`src/rtl/cpu_pkg.sv`:
```
// Shared CPU definitions used by the fetch stage and its helpers.
//   - PC width and the NOP instruction word
//   - Bit positions of the instruction-register fields
//   - Fetch FSM state type
package cpu_pkg;

    localparam int unsigned PC_W     = 32;
    localparam logic [31:0] NOP_WORD = 32'h0000_0000;

    // Least-significant bit of each IR field
    localparam int unsigned OPCODE_LSB = 26;  // IR[31:26]
    localparam int unsigned RS_LSB     = 21;  // IR[25:21]
    localparam int unsigned RT_LSB     = 16;  // IR[20:16]
    localparam int unsigned RD_LSB     = 11;  // IR[15:11]
    localparam int unsigned SHAMT_LSB  = 6;   // IR[10:6]
    localparam int unsigned FUNCT_LSB  = 0;   // IR[5:0]
    localparam int unsigned IMM_LSB    = 0;   // IR[15:0]
    localparam int unsigned JTGT_LSB   = 0;   // IR[25:0]

    typedef enum logic [1:0] {
        S_REQ  = 2'd0,
        S_WAIT = 2'd1,
        S_HOLD = 2'd2
    } fetch_state_t;

endpackage

```
`src/rtl/fetch_unit_if.sv`:
```
// Instruction-memory fetch handshake.
//   imem_req   : fetch request (fetch -> memory)
//   imem_addr  : byte address of the fetch (fetch -> memory)
//   imem_valid : imem_rdata valid this cycle (memory -> fetch)
//   imem_rdata : fetched instruction word (memory -> fetch)
interface fetch_unit_if;

    logic                     imem_req;
    logic [cpu_pkg::PC_W-1:0] imem_addr;
    logic                     imem_valid;
    logic [31:0]              imem_rdata;

    modport master (
        output imem_req,
        output imem_addr,
        input  imem_valid,
        input  imem_rdata
    );

    modport slave (
        input  imem_req,
        input  imem_addr,
        output imem_valid,
        output imem_rdata
    );

endinterface

```
`src/rtl/fetch_next_pc.sv`:
```
// Next-PC priority mux for the fetch stage (purely combinational).
//   pc_out    : address of the instruction currently in IR
//   jtarget   : IR[25:0] of that instruction
//   jump_en   : J-type redirect (highest priority)
//   jr_en     : register-indirect redirect
//   jr_target : rs value for jr; low two bits are dropped
//   next_pc   : selected next fetch address
//   misalign  : jr selected with a non-word-aligned target
module fetch_next_pc
    import cpu_pkg::*;
#(
    parameter logic [PC_W-1:0] PC_STEP = 32'd4
) (
    input  logic [PC_W-1:0] pc_out,
    input  logic [25:0]     jtarget,
    input  logic            jump_en,
    input  logic            jr_en,
    input  logic [31:0]     jr_target,
    output logic [PC_W-1:0] next_pc,
    output logic            misalign
);

    logic [PC_W-1:0] pc_plus4;
    logic [PC_W-1:0] pc_seq;

    always_comb begin
        pc_plus4 = pc_out + 32'd4;
        pc_seq   = pc_out + PC_STEP;   // wraps modulo 2^32
        next_pc  = pc_seq;
        misalign = 1'b0;
        if (jump_en) begin
            // Region bits come from the address of the following instruction
            next_pc = (pc_plus4 & 32'hF000_0000) | {4'h0, jtarget, 2'b00};
        end else if (jr_en) begin
            next_pc  = {jr_target[31:2], 2'b00};
            misalign = |jr_target[1:0];
        end
    end

endmodule

```
`src/rtl/fetch_unit.sv`:
```
// Instruction-fetch stage: holds the PC, fetches one word per instruction
// over a req/valid handshake, latches it into IR and splits it into fields.
//   clk, reset   : clock, synchronous active-high reset
//   imem         : fetch handshake (master side)
//   stall        : downstream not ready, hold the current instruction
//   jump_en      : J-type redirect, jr_en/jr_target: register redirect
//   instr_valid  : IR holds a valid instruction
//   opcode..jtarget : IR fields, pc_out: address of the instruction in IR
//   misalign     : one-cycle pulse after a taken jr with a misaligned target
module fetch_unit
    import cpu_pkg::*;
#(
    parameter logic [PC_W-1:0] RESET_PC = 32'h0000_0000,
    parameter logic [PC_W-1:0] PC_STEP  = 32'd4
) (
    input  logic            clk,
    input  logic            reset,
    fetch_unit_if.master    imem,
    input  logic            stall,
    input  logic            jump_en,
    input  logic            jr_en,
    input  logic [31:0]     jr_target,
    output logic            instr_valid,
    output logic [5:0]      opcode,
    output logic [5:0]      funct,
    output logic [4:0]      rs,
    output logic [4:0]      rt,
    output logic [4:0]      rd,
    output logic [4:0]      shamt,
    output logic [15:0]     imm,
    output logic [25:0]     jtarget,
    output logic [PC_W-1:0] pc_out,
    output logic            misalign
);

    fetch_state_t    state, state_d;
    logic [PC_W-1:0] pc;
    logic [31:0]     ir;
    logic            req_d;
    logic            ir_load;
    logic            pc_load;
    logic [PC_W-1:0] next_pc;
    logic            next_misalign;

    fetch_next_pc #(
        .PC_STEP (PC_STEP)
    ) u_next_pc (
        .pc_out    (pc_out),
        .jtarget   (jtarget),
        .jump_en   (jump_en),
        .jr_en     (jr_en),
        .jr_target (jr_target),
        .next_pc   (next_pc),
        .misalign  (next_misalign)
    );

    always_comb begin
        state_d = state;
        req_d   = 1'b0;
        ir_load = 1'b0;
        pc_load = 1'b0;
        unique case (state)
            S_REQ: begin
                req_d   = 1'b1;
                state_d = S_WAIT;
            end
            S_WAIT: begin
                req_d = 1'b1;
                if (imem.imem_valid) begin
                    ir_load = 1'b1;
                    state_d = S_HOLD;
                end
            end
            S_HOLD: begin
                if (!stall) begin
                    pc_load = 1'b1;
                    state_d = S_REQ;
                end
            end
            default: state_d = S_REQ;
        endcase
        // Keep the request low while reset is held, so it first rises once
        // reset has been released.
        if (reset) begin
            req_d = 1'b0;
        end
    end

    always_ff @(posedge clk) begin
        if (reset) begin
            state       <= S_REQ;
            pc          <= RESET_PC;
            ir          <= NOP_WORD;
            pc_out      <= RESET_PC;
            instr_valid <= 1'b0;
            misalign    <= 1'b0;
        end else begin
            state    <= state_d;
            misalign <= pc_load & next_misalign;
            if (ir_load) begin
                ir          <= imem.imem_rdata;
                pc_out      <= pc;
                instr_valid <= 1'b1;
            end
            if (pc_load) begin
                pc          <= next_pc;
                instr_valid <= 1'b0;
            end
        end
    end

    assign imem.imem_req  = req_d;
    assign imem.imem_addr = pc;

    assign opcode  = ir[OPCODE_LSB +: 6];
    assign rs      = ir[RS_LSB     +: 5];
    assign rt      = ir[RT_LSB     +: 5];
    assign rd      = ir[RD_LSB     +: 5];
    assign shamt   = ir[SHAMT_LSB  +: 5];
    assign funct   = ir[FUNCT_LSB  +: 6];
    assign imm     = ir[IMM_LSB    +: 16];
    assign jtarget = ir[JTGT_LSB   +: 26];

endmodule

```
`src/flat_wrapper.sv`:
```
// flat-port wrapper written by rule: the top's interface ports become plain ports
module fetch_unit_flat import cpu_pkg::*;
#(
    parameter logic [PC_W-1:0] RESET_PC = 32'h0000_0000,
    parameter logic [PC_W-1:0] PC_STEP  = 32'd4
)
  (clk, reset, stall, jump_en, jr_en, jr_target, instr_valid, opcode, funct, rs, rt, rd, shamt, imm, jtarget, pc_out, misalign, imem_imem_req, imem_imem_addr, imem_imem_valid, imem_imem_rdata);
  fetch_unit_if imem_i ();
  input  logic clk;
  input  logic reset;
  input  logic stall;
  input  logic jump_en;
  input  logic jr_en;
  input  logic [31:0] jr_target;
  output logic instr_valid;
  output logic [5:0] opcode;
  output logic [5:0] funct;
  output logic [4:0] rs;
  output logic [4:0] rt;
  output logic [4:0] rd;
  output logic [4:0] shamt;
  output logic [15:0] imm;
  output logic [25:0] jtarget;
  output logic [PC_W-1:0] pc_out;
  output logic misalign;
  output wire logic [$bits(imem_i.imem_req)-1:0] imem_imem_req;
  output wire logic [$bits(imem_i.imem_addr)-1:0] imem_imem_addr;
  input wire logic [$bits(imem_i.imem_valid)-1:0] imem_imem_valid;
  input wire logic [$bits(imem_i.imem_rdata)-1:0] imem_imem_rdata;
  assign imem_imem_req = imem_i.imem_req;
  assign imem_imem_addr = imem_i.imem_addr;
  assign imem_i.imem_valid = imem_imem_valid;
  assign imem_i.imem_rdata = imem_imem_rdata;
  fetch_unit #(.RESET_PC(RESET_PC), .PC_STEP(PC_STEP)) u_core (.clk(clk), .reset(reset), .imem(imem_i), .stall(stall), .jump_en(jump_en), .jr_en(jr_en), .jr_target(jr_target), .instr_valid(instr_valid), .opcode(opcode), .funct(funct), .rs(rs), .rt(rt), .rd(rd), .shamt(shamt), .imm(imm), .jtarget(jtarget), .pc_out(pc_out), .misalign(misalign));
endmodule
```
`config.mk`:
```
export PLATFORM = sky130hd
export DESIGN_NAME = fetch_unit_flat
export DESIGN_NICKNAME = d
export VERILOG_FILES = /design/src/rtl/cpu_pkg.sv /design/src/rtl/fetch_unit_if.sv /design/src/rtl/fetch_next_pc.sv /design/src/rtl/fetch_unit.sv /design/src/flat_wrapper.sv
export SDC_FILE = /design/constraint.sdc
export NUM_CORES = 1
export LEC_CHECK = 0
export CAP_MARGIN = 20
export CORE_UTILIZATION = 38
export DETAILED_ROUTE_END_ITERATION = 10
export PLACE_DENSITY = 0.82
export SLEW_MARGIN = 15
export SYNTH_ARGS = -nofsm -noshare
export SYNTH_HDL_FRONTEND = slang
export SYNTH_SLANG_ARGS = --single-unit
export TNS_END_PERCENT = 1
```
`constraint.sdc`:
```
create_clock -name clk -period 2.13 [get_ports clk]
set_input_delay 0.213 -clock clk [delete_from_list [all_inputs] [get_ports clk]]
set_output_delay 0.213 -clock clk [all_outputs]
set_load 0.01 [all_outputs]
```
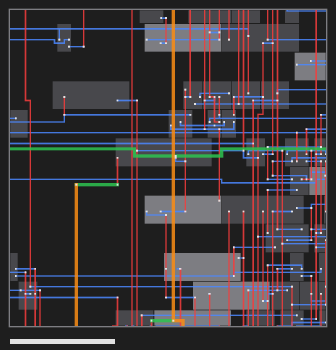
closeup.png
The bar under the picture is 10 um long. Region (42, 42) to (72, 72) um. Cells in grey, sequential cells in the stronger grey; small squares are vias.
[orange] M4
[red] M2
[blue] M1
[green] M3
netlist names of flops here include: `u_core.pc_out` (3), `u_core.state` (2)
sequential cells in the window: 5
most frequent: buf_4 (5), dfxtp_1 (5), nand2_1 (4)
cells with their middle in the window: 31

==> qor_table.md <==
| Result | Value |
|:---|:---|
| Number of standard cells after synthesis | 615 |
| Commonest cells after routing, fill and taps aside | 209 x clkdlybuf4s50_1, 158 x nand2_1, 100 x dfxtp_1 |
| Iteration-0 DRC count of the detailed router | 347 |
| Terminating pin of the worst hold path | u_core.ir[12]$_SDFFE_PP0P_ |
| Top delay family on crit path | simple AND/OR/NAND/NOR gates |
| Count of different cell masters after synthesis | 47 |
| Layout Area Growth over Synthesis | 49.8% |
| Number of fill cells in the layout | 1104 |
| Final-stage net count | 858 |
| Synth warnings | 0 |
| Total number of H-tree levels | 3 |
| Outcome | finished clean |
| Maximum fanout count along the critical path | 10 |
| Most frequently placed logic cell in the final layout | clkdlybuf4s50_1 |
| DIE HEIGHT | 114 um |
| Setup fix buffers added after clock tree synthesis | 0 |
| Post-placement setup slack | 0.0741 ns |
| Wire length reported by the detailed router | 16200 um |
| Worst path required time | 2.36 ns |
| Final Hold Viols | 0 |
| Total vias in the final route | 5057 |
| Highest achievable clock rate | 519 MHz |
| Count of pins over their slew limit | 0 |
| Number of global-route vias before repair | 4835 |
| Setup-failing EPs final | 0 |
| Clock network latency to the later pin of the worst-skew pair | 0.35 ns |
| Reg2Reg Depth | 5 |
| Antenna fix cells | 0 |
| Final std cell area, no fill | 7190 um^2 |
| Time the final worst path needs with I/O delays and setup | 1.93 ns |
| Pleak | 2.45 nW |
| Total number of cells along the worst setup path | 5 |
| Start of the worst register-to-register path | u_core.pc_out[15]$_SDFFE_PP0P_ |
| Post-route DRC | 0 |
| Max Cap Viol | 0 |
| Site Rows | 40 |
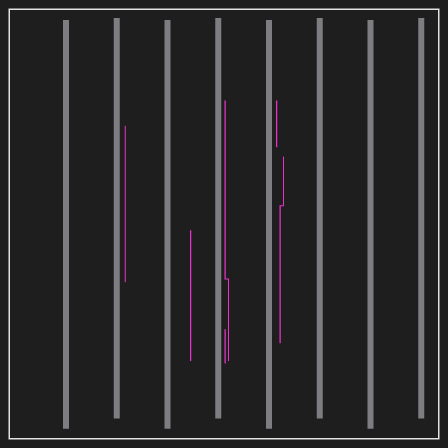
m4.png
Supply wires on this layer in grey.
nets with wire on the layer: 5
longest straight run: 47.6 um
main direction: vertical
wire length on this layer: 218 um

cell families (layout without fill, tap and decap cells):
family / Yosys count / count (layout) / synth area share [%]
DFF: 100 / 100 / 41.7
and+or+nand+nor: 231 / 231 / 22.2
adders and majority gates: 1 / 1 / 0.260
xor gates and xnor gates: 22 / 22 / 4.01
muxes: 1 / 1 / 0.208
AOI/OAI and AO/OA: 168 / 168 / 20.3
buffers and inverters: 92 / 269 / 11.3
worst reg2reg max path, stage by stage (launching register included):
cell	delay (ns)
dfxtp_1	0.39
nand4_1	0.21
or4_4	0.64
o31a_1	0.32
o21ai_0	0.17
a21oi_1	0.08
flip-flops by register name, summed over array words and instances, names as in the netlist:
| name | flops |
|---|---|
| u_core.imem.imem_addr | 32 |
| u_core.ir | 32 |
| u_core.instr_valid | 1 |
| u_core.misalign | 1 |
| u_core.state | 2 |
| u_core.pc_out | 32 |
cell type report:
cell class / instances / area [um^2] / share of cell area [%]
Inverter: 7 / 26.3 / 0.365
Sequential cell: 100 / 2000 / 27.8
Timing Repair Buffer: 246 / 2390 / 33.3
Clock inverter: 5 / 52.6 / 0.731
Tap cell: 168 / 210 / 2.92
Multi-Input combinational cell: 423 / 2270 / 31.6
Clock buffer: 11 / 233 / 3.24
metal layers:
layer | global-route usage [%] | vias up | share of wire [%]
met4 | 6.67 | 0 | 1.3
met1 | 30.9 | 2379 | 42
met2 | 42.5 | 223 | 48
met3 | 6.72 | 19 | 9.2
li1 | - | 2436 | -
met5 | 0 | - | 0
power by group through the flow:
stage          combinational [mW]  clock [mW]  sequential (mW)
5_1_grt                     0.631        1.73             1.97
3_5_place_dp                0.589           0             2.01
4_1_cts                     0.591        1.65             1.97
2_1_floorplan               0.242           0             2.02
3_3_place_gp                0.580           0             2.01
6_report                    0.590        1.63             1.97
synth_stat cells, drive strengths merged:
cell type     count  area, um^2
a2111oi           1        8.76
a211oi            4        30.0
a21boi            1        7.51
a21oi            91         455
a221oi           16         140
a222oi            3        30.0
a31o              1        8.76
and2              2        12.5
and3              4        25.0
and3b             1        8.76
and4              2        17.5
buf              50         373
clkbuf           34         129
clkinv            1        3.75
dfxtp           100        2000
dlymetal6s2s      1        12.5
ha                1        12.5
inv               6        22.5
mux2i             1        10.0
nand2           158         593
nand3            12        60.1
nand3b            1        7.51
nand4             8        71.3
nor2             14        52.6
nor2b             1        6.26
nor3             12        60.1
nor4             10         105
o211a             1        10.0
o211ai            3        22.5
o21a              2        15.0
o21ai            32         160
o221ai            1        8.76
o22ai            10        62.6
o31a              2        17.5
or2               3        18.8
or4               3        30.0
xnor2            17         149
xor2              5        43.8
stage by stage:
step,std cells,util [%]
after CTS,960,59.1
after global routing,960,59.1
after detailed placement,944,56.8
after global placement,944,56.8
after floorplan,615,-
final,960,59.1
what timing repair did:
| action | CTS | global route |
|---|---|---|
| hold buffers | 0 | 0 |
| setup endpoints to repair | 0 | 5 |
| gates resized | 0 | 1 |
Power and IR drop assume default switching activity.
